==> config.mk <==
export PLATFORM = sky130hd
export DESIGN_NAME = serial_pattern_tx
export DESIGN_NICKNAME = d
export VERILOG_FILES = /design/src/rtl/serial_pattern_tx.sv
export SDC_FILE = /design/constraint.sdc
export NUM_CORES = 1
export LEC_CHECK = 0
export ABC_AREA = 0
export CELL_PAD_IN_SITES_DETAIL_PLACEMENT = 1
export CELL_PAD_IN_SITES_GLOBAL_PLACEMENT = 1
export CORE_ASPECT_RATIO = 0.75
export CORE_MARGIN = 2
export CORE_UTILIZATION = 28
export DETAILED_ROUTE_END_ITERATION = 6
export HOLD_SLACK_MARGIN = 0.02
export PLACE_DENSITY_LB_ADDON = 0.08
export REMOVE_ABC_BUFFERS = 1
export SYNTH_ARGS = -nofsm -noshare
export SYNTH_HDL_FRONTEND = slang
export SYNTH_SLANG_ARGS = --single-unit
==> constraint.sdc <==
create_clock -name clk -period 3.5 [get_ports clk]
set_input_delay 0.7 -clock clk [delete_from_list [all_inputs] [get_ports clk]]
set_output_delay 0.7 -clock clk [all_outputs]
set_load 0.005 [all_outputs]
**Run 1: metal layers overlaid**

Bar = 20 um.
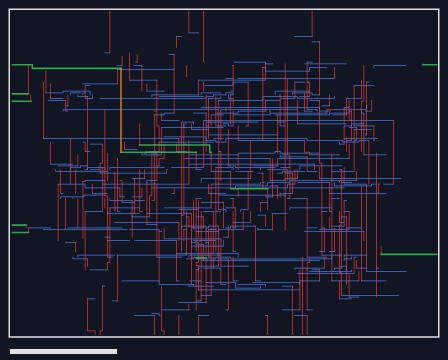
Key: green = met3 [wire length 83.2 um]; red = met2 [wire length 1390 um]; orange = met4 [wire length 15.6 um]; blue = met1 [wire length 1560 um]
DRT Wirelength: 3051 um
average routed wire per standard cell: 14.96 um
count of vias placed by the detailed router: 1008
all-layer global routing usage: 15.06%

**Run 1: register map, names as in the netlist**

Bar = 20 um. Other sequential cells in the stronger grey, the rest of the logic in the fainter grey.
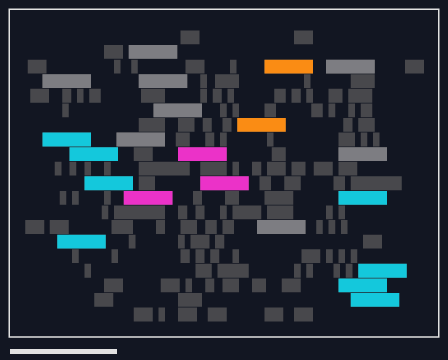
Key: cyan = `pat_q` [sequential cells 8]; orange = `state` [sequential cells 2]; magenta = `top_q` [sequential cells 3]
Another 8 sequential cells are not coloured.
sequential-cell power consumption: 450 uW
register fraction of the total cell area: 34.54%
final core utilization: 37.07%

**Run 1: drive-strength map**

Bar = 20 um.
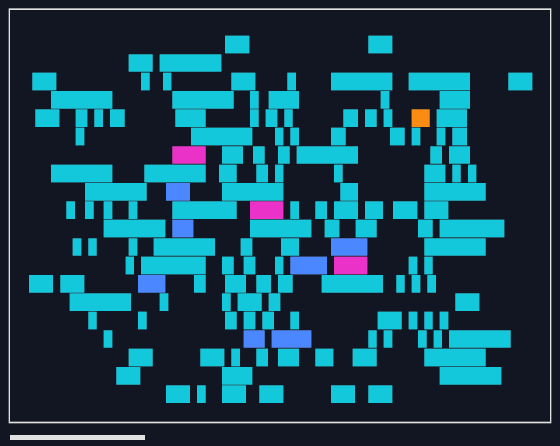
Key: magenta = drive 6 and up [cells 3, share 2.0%]; orange = drive 3 to 4 [cells 1, share 0.67%]; blue = drive 2 [cells 7, share 4.7%]; cyan = drive 1 or less [cells 138, share 93%]
worst setup slack after layout: 1030 ps
summed area of non-filler cells in the final layout: 1521 sq um

**Run 1: nets reached from selected ports**

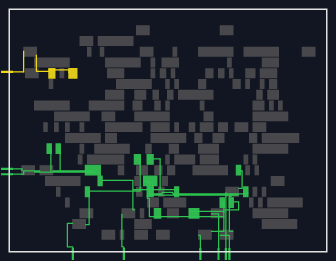
Key: yellow = `stop` [bits 1, direction input, edge west, end cells 2, buffers 1, wire 21.6 um]; green = `pattern` [bits 8, direction input, edge 6 south, 2 west, end cells 16, buffers 8, wire 297 um]
Port Buf Inserts: 20
Boundary Pins: 21

==> results.env, run 1 <==
STATUS='finished, final reports clean'
FIN_TNS_SETUP_PS=0
FF2FF_PATH_DEPTH=11
FINAL_NET_COUNT=172
ADDER_SHARE_PCT=5.181
TRITONCTS='built'
CLOCK_TREE.BUFFER_DEPTH=2
CLOCK-ROOT-BUFFER='clkbuf_8'
CRIT_PATH_MAX_CELL_DELAY_PS=610
OPENROAD.WARNINGS=27
SEQ_AREA_SQ_UM=525.5
HOLD_VIOL=0
CLOCK_INSERTION_DELAY_WORST_SKEW_PS=260
DETAILEDROUTE.FIRSTPASSITERATIONCOUNT=4
CRIT_TYPE='primary input to flop'
COMPOUND_AREA_SHARE_PCT=13.89
YS_TOP_LOGIC_FAMILY='simple AND/OR/NAND/NOR gates'
GRT_SETUP_UNREPAIRED='false'
PLACE.GP.CONGESTION=0.7687
P_SW_uW=460.5
POWER.STATIC_LEAKAGE_uW=0.0007105
DRT_DRC_VIOLATIONS_LEFT=0
DIEHEIGHT_UM=60.87
YS_WARN_COUNT=0
AREA_GROWTH_PCT=26.01
CRIT_CHAIN='clkdlybuf4s50_1, inv_1, ha_1, nor2b_2, xnor2_2, nand3_1, a22o_1, a311oi_2'
ROW_COUNT=20
MUX_AREA_SHARE_PCT=9.948
POWER.SHARE.CLOCK_PCT=13.6
POST_SYNTH_INSTANCE_AREA_SQ_UM=1207
FLOORPLAN.CORE_AREA_SQ_UM=4104
-- run 1: cell families (layout without fill, tap and decap cells) --
logic type | count (synthesis) | count (layout)
flops | 21 | 21
simple gates | 56 | 56
fa+ha+maj | 5 | 5
buf+inv | 11 | 34
mux | 7 | 7
compound gates | 23 | 23
xor+xnor | 3 | 3
-- run 1: cells in the mapped netlist, types with 2 or more instances --
cell type / instances / area, sq um
a21oi_1: 7 / 35.03
clkbuf_1: 2 / 7.510
dfrtp_1: 21 / 525.5
ha_1: 5 / 62.56
inv_1: 9 / 33.78
mux2i_1: 3 / 30.03
mux4_1: 3 / 78.83
nand2_1: 33 / 123.9
nand2b_1: 5 / 31.28
nand3_1: 3 / 15.01
nor2_1: 5 / 18.77
nor2b_1: 2 / 12.51
nor3_1: 3 / 15.01
o21ai_0: 4 / 20.02
-- run 1: power by group through the flow --
stage	clock (uW)	sequential (uW)	combinational, uW
floorplan	0	424	396
global placement	0	452	561
detailed placement	0	457	571
CTS	168	451	575
global route	182	469	640
finish	160	450	568
-- run 1: metal layers --
layer  track usage [%]  vias to the layer above  part of all wire [%]
li1                  -                      484                     -
met1             21.35                      509                    51
met2             23.65                       13                    46
met3             3.571                        2                   2.7
met4             3.632                        0                  0.49
met5                 0                        -                     0
-- run 1: worst register-to-register path, cell delays in order (launching register included) --
cell	delay, ps
dfrtp_1	450
inv_1	110
ha_1	140
nand2b_1	100
nand2b_1	220
o21ai_0	130
nor2_1	160
inv_1	80
ha_1	260
and4b_1	240
a221oi_2	250
a311oi_2	50
-- run 1: stage by stage --
stage                     hold slack, ps  area (sq um)  instances
after CTS                          506.4          1521        204
after global placement             491.7          1476        200
after global routing               525.5          1521        204
after floorplan                    451.2          1200        124
after detailed placement           488.8          1476        200
final                              499.1          1521        204
-- run 1: layout make-up --
class	count	area share (%)
timing repair buffer	21	13.65
inverter	9	2.220
tap	55	4.523
clock buffer	4	2.961
sequential	21	34.54
multi-input combinational	94	42.11
**Run 1: clock wiring as the flow saved it**

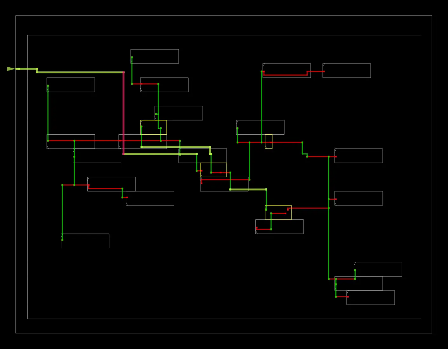

==> run 2, diff against run 1 <==
clock period = 2.1 ns   (was 3.5 ns; I/O delays follow)
**Run 2: clock wiring as the flow saved it**

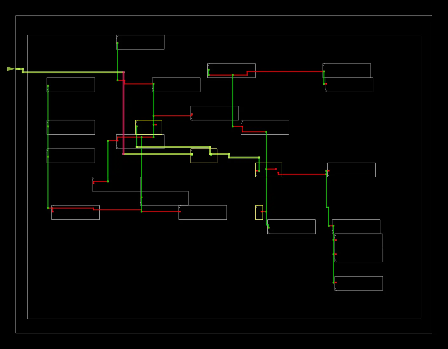
setup clock skew after layout: 1.565 ps
CTS sink count: 21
clock buf count: 4
Clock Latency Late Sink: 260 ps
Clk. pwr: 267 uW

==> run 2 against run 1 <==
  * Global-route usage fell by 0.33 points
  * Clock power rose by 67%
  * Non-clock buffer count rose by 19
  * Count of clock-buffer cells in the layout did not move
  * Critical path depth did not move
  * Largest power group unchanged
==> results.env, run 2 <==
STATUS='finished, final reports clean'
DETAILEDROUTE.FIRSTPASSITERATIONCOUNT=4
YS_WARN_COUNT=0
FF2FF_PATH_DEPTH=11
POWER.SHARE.CLOCK_PCT=12.1
BUFFER_PORTS.INSERTED=20
CRIT_PATH_MAX_CELL_DELAY_PS=480
CRIT_TYPE='primary input to flop'
CTSHTREEMAXLEVEL=1
TOTALWIRELENGTH_UM=3201
WL_PER_CELL_UM=14.35
HIGHEST-SIGNAL-LAYER='met4'
GRT_USAGE_PCT=14.74
SYNTHDOMINANTAREACELLTYPE='dfrtp_1'
MET2ROUTEDLENGTH_UM=1450
DR_TOTAL_VIAS=1084
SYNTHARSTFLOPSHARE_PCT=100.0
ROW_COUNT=20
PLACED_AREA_SQ_UM=1589
OPENROAD.WARNINGS=27
FINALNONFILLERCELLS=223
POWER.STATIC_LEAKAGE_uW=0.0007996
FINAL_CELL_AREA_SQ_UM=1677
TRITONCTS='built'
PLACE.GP.CONGESTION=0.8365
CRIT_CHAIN='clkdlybuf4s50_1, inv_1, ha_1, nor2b_2, xnor2_2, buf_4, a21oi_1, a211o_2'
CRITICAL_PATH.MAX_FANOUT=4
GRT_PASS1_VIAS=1108
FLOORPLAN.CORE_AREA_SQ_UM=4104
DRT_DRC_VIOLATIONS_LEFT=0
MOST_FREQUENTLY_USED_CELL_TYPE_IN_THE_POST_SYNTHESIS_NETLIST='nand2_1'
DIEHEIGHT_UM=60.87
HOLD_VIOL=0
CLOCK_TREE.BUFFER_DEPTH=2
MET3_WIRELENGTH_UM=123
P_SW_uW=830.5
FINALWORSTSETUPSLACK_PS=118.8
SYNTH_TOP_AREA_SHARE_PCT=43.52
DESIGN.PORTCOUNT=21
POST_SYNTH_INSTANCE_AREA_SQ_UM=1207
## run 2: metal layers
layer | global-route usage, % | up-vias
met5 | 0 | -
met4 | 3.148 | 0
met3 | 3.274 | 4
met2 | 22.81 | 14
met1 | 21.42 | 546
li1 | - | 520
## run 2: area by class of cell
class	count	area [sq um]
fill	485	2427
multi-input combinational	94	653.1
sequential	21	525.5
timing repair buffer	40	350.3
tap	55	68.82
clock buffer	4	45.04
inverter	9	33.78
## run 2: power by group through the flow
stage / sequential [uW] / clock, uW / combinational [uW]
floorplan: 706 / 0 / 660
global placement: 740 / 0 / 1090
detailed placement: 746 / 0 / 1110
CTS: 739 / 278 / 1110
global route: 771 / 294 / 1340
finish: 744 / 267 / 1200
## run 2: kinds of logic (layout without fill, tap and decap cells)
kind of cell / Yosys count / in the layout / share of synthesized area [%]
buf+inv: 11 / 53 / 3.420
mux: 7 / 7 / 9.949
simple gates: 56 / 56 / 21.24
xor+xnor: 3 / 3 / 2.799
compound gates: 23 / 23 / 13.89
flops: 21 / 21 / 43.52
fa+ha+maj: 5 / 5 / 5.181
## run 2: through the flow
stage | util, % | TNS (ps) | hold slack, ps
after floorplan | - | 0 | 396.5
after global placement | 38.72 | -366.0 | 485.5
after detailed placement | 38.72 | -584.1 | 486.9
after CTS | 39.82 | 0 | 499.4
after global routing | 40.85 | -41.63 | 527.2
final | 40.85 | 0 | 487.4
## run 2: worst min-delay path, cell delays in order
cell and delay, ps:
clkdlybuf4s50_1 390, inv_1 50, buf_4 280
## run 2: repair_timing
item	in CTS	in global routing
resized	0	4
setup endpoints to repair	0	1
buffers inserted	0	4
No activity file was given, so power comes from the tool's default toggle rates.
